Placed cells, one color a class:
Drawn at 1 px/um.
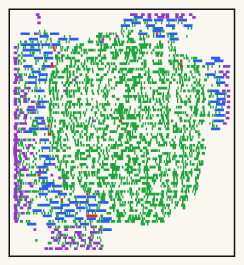
Clock routing:
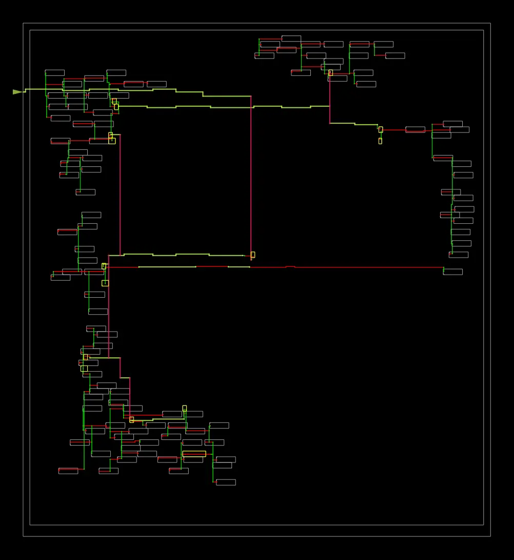
===== src/rtl/alu_ctrl_pkg.sv =====
// Shared ALUControl codes, FSM encoding and request payload type for alu_share_arbiter.
package alu_ctrl_pkg;

    localparam int unsigned DATA_W = 32;
    localparam int unsigned OP_W   = 4;

    localparam logic [OP_W-1:0] ALU_AND  = 4'b0000;
    localparam logic [OP_W-1:0] ALU_OR   = 4'b0001;
    localparam logic [OP_W-1:0] ALU_ADD  = 4'b0010;
    localparam logic [OP_W-1:0] ALU_XOR  = 4'b0011;
    localparam logic [OP_W-1:0] ALU_SLL  = 4'b0100;
    localparam logic [OP_W-1:0] ALU_SRL  = 4'b0101;
    localparam logic [OP_W-1:0] ALU_SUB  = 4'b0110;
    localparam logic [OP_W-1:0] ALU_SRA  = 4'b0111;
    localparam logic [OP_W-1:0] ALU_SLT  = 4'b1000;
    localparam logic [OP_W-1:0] ALU_SLTU = 4'b1001;
    localparam logic [OP_W-1:0] ALU_LUI  = 4'b1010;

    typedef enum logic [1:0] {
        IDLE = 2'd0,
        EXEC = 2'd1,
        RESP = 2'd2
    } arb_state_e;

    typedef struct packed {
        logic [OP_W-1:0]   op;
        logic [DATA_W-1:0] a;
        logic [DATA_W-1:0] b;
    } alu_req_t;

endpackage


===== src/rtl/alu_share_arbiter_if.sv =====
// Request/response channels between NUM_REQ requesters and the shared ALU arbiter.
interface alu_share_arbiter_if #(
    parameter int unsigned NUM_REQ = 2
) ();
    logic [NUM_REQ-1:0]    req_valid;
    logic [NUM_REQ-1:0]    req_ready;
    logic [NUM_REQ*32-1:0] req_a;
    logic [NUM_REQ*32-1:0] req_b;
    logic [NUM_REQ*4-1:0]  req_op;
    logic [NUM_REQ-1:0]    resp_valid;
    logic [NUM_REQ-1:0]    resp_ready;
    logic [31:0]           resp_result;
    logic                  resp_zero;

    modport master (
        output req_valid, req_a, req_b, req_op, resp_ready,
        input  req_ready, resp_valid, resp_result, resp_zero
    );

    modport slave (
        input  req_valid, req_a, req_b, req_op, resp_ready,
        output req_ready, resp_valid, resp_result, resp_zero
    );
endinterface


===== src/rtl/alu.sv =====
// Core integer ALU, purely combinational; clk/reset_n exist only for port compatibility.
module alu
    import alu_ctrl_pkg::*;
(
    input  logic              clk,
    input  logic              reset_n,
    input  logic [DATA_W-1:0] a,
    input  logic [DATA_W-1:0] b,
    input  logic [OP_W-1:0]   alu_control,
    output logic [DATA_W-1:0] result,
    output logic              zero
);
    logic unused_clk_rst;
    assign unused_clk_rst = clk ^ reset_n;

    // Undefined control codes yield zero
    always_comb begin
        result = '0;
        case (alu_control)
            ALU_AND:  result = a & b;
            ALU_OR:   result = a | b;
            ALU_ADD:  result = a + b;
            ALU_XOR:  result = a ^ b;
            ALU_SLL:  result = a << b[4:0];
            ALU_SRL:  result = a >> b[4:0];
            ALU_SUB:  result = a - b;
            ALU_SRA:  result = DATA_W'($signed(a) >>> b[4:0]);
            ALU_SLT:  result = {31'd0, $signed(a) < $signed(b)};
            ALU_SLTU: result = {31'd0, a < b};
            ALU_LUI:  result = b;
            default:  result = '0;
        endcase
    end

    assign zero = (result == '0);
endmodule


===== src/rtl/alu_share_arbiter_arb_pick.sv =====
// Winner selection for alu_share_arbiter: fixed priority, or round-robin
// when ALU_ARB_ROUND_ROBIN_EN is defined.
module alu_arb_pick
    import alu_ctrl_pkg::*;
#(
    parameter int unsigned NUM_REQ = 2,
    parameter int unsigned IDX_W   = 1
) (
    input  logic [NUM_REQ-1:0] req_valid,
    input  logic [IDX_W-1:0]   rr_ptr,
    output logic [NUM_REQ-1:0] grant,
    output logic [IDX_W-1:0]   idx,
    output logic               any_valid
);
`ifdef ALU_ARB_ROUND_ROBIN_EN
    // Scan starts one past the last winner and wraps around
    always_comb begin
        int unsigned        cand;
        logic [NUM_REQ-1:0] vbits;
        grant     = '0;
        idx       = '0;
        any_valid = 1'b0;
        cand      = 0;
        vbits     = '0;
        for (int unsigned k = 1; k <= NUM_REQ; k++) begin
            cand  = (32'(rr_ptr) + k) % NUM_REQ;
            vbits = req_valid >> cand;
            if (!any_valid && vbits[0]) begin
                any_valid = 1'b1;
                idx       = IDX_W'(cand);
                grant     = NUM_REQ'(1) << cand;
            end
        end
    end
`else
    logic unused_rr_ptr;
    assign unused_rr_ptr = ^rr_ptr;

    // Lowest valid index wins
    always_comb begin
        logic [NUM_REQ-1:0] vbits;
        grant     = '0;
        idx       = '0;
        any_valid = 1'b0;
        vbits     = '0;
        for (int unsigned k = 0; k < NUM_REQ; k++) begin
            vbits = req_valid >> k;
            if (!any_valid && vbits[0]) begin
                any_valid = 1'b1;
                idx       = IDX_W'(k);
                grant     = NUM_REQ'(1) << k;
            end
        end
    end
`endif
endmodule


===== src/rtl/alu_share_arbiter.sv =====
// Shares one ALU between NUM_REQ requesters: accept, execute one cycle, respond.
// Optional macro ALU_ARB_ROUND_ROBIN_EN selects round-robin instead of fixed priority.
module alu_share_arbiter
    import alu_ctrl_pkg::*;
#(
    parameter int unsigned NUM_REQ = 2,
    parameter int unsigned IDX_W   = 1
) (
    input  logic               clk,
    input  logic               reset_n,
    alu_share_arbiter_if.slave bus,
    output logic               busy,
    output logic [IDX_W-1:0]   grant_idx
);
    arb_state_e         state_q, state_d;
    alu_req_t           op_q, op_d;
    logic [NUM_REQ-1:0] resp_valid_q, resp_valid_d;
    logic [DATA_W-1:0]  result_q, result_d;
    logic               zero_q, zero_d;
    logic               busy_q, busy_d;
    logic [IDX_W-1:0]   grant_idx_q, grant_idx_d;
    logic [NUM_REQ-1:0] req_ready_c;

    logic [NUM_REQ-1:0] pick_grant;
    logic [IDX_W-1:0]   pick_idx;
    logic               pick_any;
    logic [IDX_W-1:0]   rr_ptr;

    logic [DATA_W-1:0]  alu_result;
    logic               alu_zero;

    logic [DATA_W-1:0]  sel_a, sel_b;
    logic [OP_W-1:0]    sel_op;
    logic [NUM_REQ-1:0] resp_ready_sh;
    logic               resp_hs;

    alu_arb_pick #(
        .NUM_REQ (NUM_REQ),
        .IDX_W   (IDX_W)
    ) u_pick (
        .req_valid (bus.req_valid),
        .rr_ptr    (rr_ptr),
        .grant     (pick_grant),
        .idx       (pick_idx),
        .any_valid (pick_any)
    );

`ifdef ALU_ARB_ROUND_ROBIN_EN
    logic [IDX_W-1:0] rr_ptr_q;

    // Pointer moves only on an accepted grant
    always_ff @(posedge clk or negedge reset_n) begin
        if (!reset_n) begin
            rr_ptr_q <= IDX_W'(NUM_REQ - 1);
        end else if (state_q == IDLE && pick_any) begin
            rr_ptr_q <= pick_idx;
        end
    end

    assign rr_ptr = rr_ptr_q;
`else
    assign rr_ptr = IDX_W'(NUM_REQ - 1);
`endif

    alu u_alu (
        .clk         (clk),
        .reset_n     (reset_n),
        .a           (op_q.a),
        .b           (op_q.b),
        .alu_control (op_q.op),
        .result      (alu_result),
        .zero        (alu_zero)
    );

    assign sel_a  = DATA_W'(bus.req_a  >> (DATA_W * pick_idx));
    assign sel_b  = DATA_W'(bus.req_b  >> (DATA_W * pick_idx));
    assign sel_op = OP_W'(bus.req_op   >> (OP_W * pick_idx));

    // Only the granted requester's resp_ready can complete the response
    assign resp_ready_sh = bus.resp_ready >> grant_idx_q;
    assign resp_hs       = resp_ready_sh[0];

    always_ff @(posedge clk or negedge reset_n) begin
        if (!reset_n) begin
            state_q      <= IDLE;
            op_q         <= '0;
            resp_valid_q <= '0;
            result_q     <= '0;
            zero_q       <= 1'b0;
            busy_q       <= 1'b0;
            grant_idx_q  <= '0;
        end else begin
            state_q      <= state_d;
            op_q         <= op_d;
            resp_valid_q <= resp_valid_d;
            result_q     <= result_d;
            zero_q       <= zero_d;
            busy_q       <= busy_d;
            grant_idx_q  <= grant_idx_d;
        end
    end

    always_comb begin
        state_d      = state_q;
        op_d         = op_q;
        resp_valid_d = resp_valid_q;
        result_d     = result_q;
        zero_d       = zero_q;
        grant_idx_d  = grant_idx_q;
        req_ready_c  = '0;

        case (state_q)
            IDLE: begin
                if (pick_any) begin
                    req_ready_c = pick_grant;
                    op_d        = '{op: sel_op, a: sel_a, b: sel_b};
                    grant_idx_d = pick_idx;
                    state_d     = EXEC;
                end
            end
            EXEC: begin
                result_d     = alu_result;
                zero_d       = alu_zero;
                resp_valid_d = NUM_REQ'(1) << grant_idx_q;
                state_d      = RESP;
            end
            RESP: begin
                if (resp_hs) begin
                    resp_valid_d = '0;
                    state_d      = IDLE;
                end
            end
            default: begin
                resp_valid_d = '0;
                state_d      = IDLE;
            end
        endcase

        busy_d = (state_d != IDLE);
    end

    // Gate with reset so req_ready reads zero while reset is held
    assign bus.req_ready   = req_ready_c & {NUM_REQ{reset_n}};
    assign bus.resp_valid  = resp_valid_q;
    assign bus.resp_result = result_q;
    assign bus.resp_zero   = zero_q;
    assign busy            = busy_q;
    assign grant_idx       = grant_idx_q;
endmodule


===== src/flat_wrapper.sv =====
// flat-port wrapper written by rule: the top's interface ports become plain ports
module alu_share_arbiter_flat import alu_ctrl_pkg::*;
#(
    parameter int unsigned NUM_REQ = 2,
    parameter int unsigned IDX_W   = 1
)
  (clk, reset_n, busy, grant_idx, bus_req_valid, bus_req_a, bus_req_b, bus_req_op, bus_resp_ready, bus_req_ready, bus_resp_valid, bus_resp_result, bus_resp_zero);
  alu_share_arbiter_if #(.NUM_REQ(NUM_REQ)) bus_i ();
  input  logic clk;
  input  logic reset_n;
  output logic busy;
  output logic [IDX_W-1:0] grant_idx;
  input wire logic [$bits(bus_i.req_valid)-1:0] bus_req_valid;
  input wire logic [$bits(bus_i.req_a)-1:0] bus_req_a;
  input wire logic [$bits(bus_i.req_b)-1:0] bus_req_b;
  input wire logic [$bits(bus_i.req_op)-1:0] bus_req_op;
  input wire logic [$bits(bus_i.resp_ready)-1:0] bus_resp_ready;
  output wire logic [$bits(bus_i.req_ready)-1:0] bus_req_ready;
  output wire logic [$bits(bus_i.resp_valid)-1:0] bus_resp_valid;
  output wire logic [$bits(bus_i.resp_result)-1:0] bus_resp_result;
  output wire logic [$bits(bus_i.resp_zero)-1:0] bus_resp_zero;
  assign bus_i.req_valid = bus_req_valid;
  assign bus_i.req_a = bus_req_a;
  assign bus_i.req_b = bus_req_b;
  assign bus_i.req_op = bus_req_op;
  assign bus_i.resp_ready = bus_resp_ready;
  assign bus_req_ready = bus_i.req_ready;
  assign bus_resp_valid = bus_i.resp_valid;
  assign bus_resp_result = bus_i.resp_result;
  assign bus_resp_zero = bus_i.resp_zero;
  alu_share_arbiter #(.NUM_REQ(NUM_REQ), .IDX_W(IDX_W)) u_core (.clk(clk), .reset_n(reset_n), .bus(bus_i), .busy(busy), .grant_idx(grant_idx));
endmodule

===== config.mk =====
export PLATFORM = sky130hd
export DESIGN_NAME = alu_share_arbiter_flat
export DESIGN_NICKNAME = d
export VERILOG_FILES = /design/src/rtl/alu_ctrl_pkg.sv /design/src/rtl/alu_share_arbiter_if.sv /design/src/rtl/alu.sv /design/src/rtl/alu_share_arbiter_arb_pick.sv /design/src/rtl/alu_share_arbiter.sv /design/src/flat_wrapper.sv
export SDC_FILE = /design/constraint.sdc
export NUM_CORES = 1
export LEC_CHECK = 0
export ABC_AREA = 1
export CORE_ASPECT_RATIO = 1.1
export CORE_MARGIN = 3
export CORE_UTILIZATION = 30
export CTS_BUF_LIST = sky130_fd_sc_hd__clkbuf_2
export DETAILED_ROUTE_END_ITERATION = 10
export MAX_ROUTING_LAYER = met4
export PLACE_DENSITY = 0.54
export SYNTH_ARGS = -nofsm -noshare
export SYNTH_HDL_FRONTEND = slang
export SYNTH_HIERARCHICAL = 1
export SYNTH_SLANG_ARGS = --single-unit

===== constraint.sdc =====
create_clock -name clk -period 7.1 [get_ports clk]
set_input_delay 1.065 -clock clk [delete_from_list [all_inputs] [get_ports clk]]
set_output_delay 1.065 -clock clk [all_outputs]
set_load 0.01 [all_outputs]

==> summary.txt <==
Implementation numbers.

- The run finished with clean final reports.
- The post-CTS resize count is 0.
- The final max-slew violation count recorded for this run is 0.
- 181 I/O pins were placed.
- The critical register-to-register path endpoint is u_core/bus.resp_zero.
- The portion of total power attributed to the clock network is roughly 3.3%.
- The buffer share of cell area reads 10.8%.
- The final hold violation count reads 0.
- Per the OpenROAD power report, leakage power amounts to between 9 and 10 nW.
- The number of design-rule violations left by the first detailed-router iteration reads approximately 1800.
- The detailed-route DRC error count is 0.
- The worst setup path is launched from a primary input.
- Global routing finished with a remaining overflow of 0.
- Across all register-to-register paths, the minimum setup slack is 3240 ps.
- For reference, the critical path cell chain is clkdlybuf4s50_1 -> inv_1 -> nand2_1 -> nand3_4 -> nor3b_1 -> clkdlybuf4s50_1.
- Counting the inverters off the clock network in the layout gives between 300 and 400.
- The clock-pin slew on the worst setup and hold paths reads between 400 and 500 ps.
- The launch instance of the worst register-to-register path is u_core/op_q[2].
- The placed cell area reads around 18000 um^2.
- The clock latency of the later-clocked register in the worst-skew pair is about 880 ps.
- The H-tree was split into 3 levels.
- Internal power comes to around 3.2 mW.
- Dividing the final minimum period by the clock period gives 63.4%.
- The wire length per cell reads 19.7 um.
- The normalized max-slew margin is a little over a quarter.
- The post-route minimum period is 4500 ps.
- The number of buffers added by the clock tree synthesis step reads 9.
- The post-route total power is just under 10 mW.
- The biggest area consumer among cell classes is logic gates.
- Setup repair after global routing left no endpoint under its margin.
- The share of final layout cell area taken by clock buffers and inverters reads 0.619%.
- The first global-routing pass estimated 108 mm of wire.
- The share of total power dissipated in sequential elements is between 10% and 20%.
- The tally of nets with antenna violations remaining after routing is 0.
- The number of nets in the finished design is 3243.
- After clock tree synthesis, the flow added hold-fix buffers numbering 0.
- The highest clock rate this design can be run at is ~0.22 GHz.
- The horizontal extent of the die reads approximately 220 um.
- The repair_antennas step left the layout with diodes totalling 3.
- The synthesized net count reads between 3000 and 4000.
- The worst reg-to-reg path cell count reads 20.
- The routed design has 72.3 mm of wire.
- The worst stage delay on the critical path reads 650 ps.
- The data arrival time of the critical path is approximately 3400 ps.
- The library cells used most frequently in the layout, excluding fill and tap cells, are 1271 x sky130_fd_sc_hd__nand2_1, 469 x sky130_fd_sc_hd__nand3_1, 337 x sky130_fd_sc_hd__inv_1, 196 x sky130_fd_sc_hd__nor2_1, 179 x sky130_fd_sc_hd__clkdlybuf4s50_1.
- The number of global-route vias before repair reads between 15000 and 20000.
Notes on 'placed cells, one color a class' above:
legend:
  flops:
    color: blue
    cells: 107
  all other logic:
    color: green
    cells: 2681
  clock drivers and dummy loads:
    color: red
    cells: 15
  other buffers and delay cells:
    color: purple
    cells: 196
Core Region: 51400 um^2
Layout Cell Area excl Fill: 17800 um^2
register fraction of the total cell area: 15.1%
Site Rows: 87
Final Core Density: 34.6%

Notes on 'clock routing' above:
Clk. pwr: 0.323 mW
worst setup skew after layout: 112 ps
clk sinks: 107

sequential cells by signal, summed over array words and instances (netlist names):
| register | count |
|---|---|
| u_core/op_q | 68 |
| u_core/state_q | 2 |
| u_core/bus.resp_zero | 1 |
| u_core/bus.resp_result | 32 |
| u_core/bus.resp_valid | 2 |
| u_core/busy | 1 |
| u_core/grant_idx | 1 |
layer usage:
layer  vias to the layer above  wire length, um  part of all wire, %  track usage, %
li1                       9349                -                    -               -
met1                      8758            30900                   43            33.9
met2                       826            33900                   47            44.5
met3                       127             4600                  6.4            2.73
met4                         0             2800                  3.9            9.03
met5                         -                0                    0               -
power by group through the flow:
stage	sequential [mW]	clock (mW)	combinational [mW]
finish	1.41	0.323	7.93
floorplan	1.15	0	5.37
global route	1.44	0.361	8.79
CTS	1.39	0.337	7.76
detailed placement	1.40	0	7.73
global placement	1.40	0	7.73
critical path, delay by kind of cell:
family,cells,cell delay [ps]
buffers and inverters,3,1210
and+or+nand+nor,3,1170
per-stage QoR:
stage	hold slack [ps]	util, %	cells
after floorplan	469	-	2921
after global placement	456	34.4	3651
after detailed placement	460	34.4	3651
after CTS	58.8	34.6	3666
after global routing	75.2	34.6	3669
final	93.7	34.6	3669
worst min path at each step:
| stage | startpoint | slack (ps) | end |
|---|---|---|---|
| after global placement | u_core/bus.resp_valid[0] | 460 | u_core/bus.resp_valid[0] |
| after detailed placement | u_core/bus.resp_valid[0] | 460 | u_core/bus.resp_valid[0] |
| after CTS | reset_n | 60 | u_core/op_q[20] |
| after floorplan | u_core/op_q[2] | 470 | u_core/op_q[2] |
| final | reset_n | 90 | u_core/op_q[20] |
| after global routing | reset_n | 80 | u_core/op_q[20] |
Power figures rest on the tool's default switching activity, not on a simulated workload.
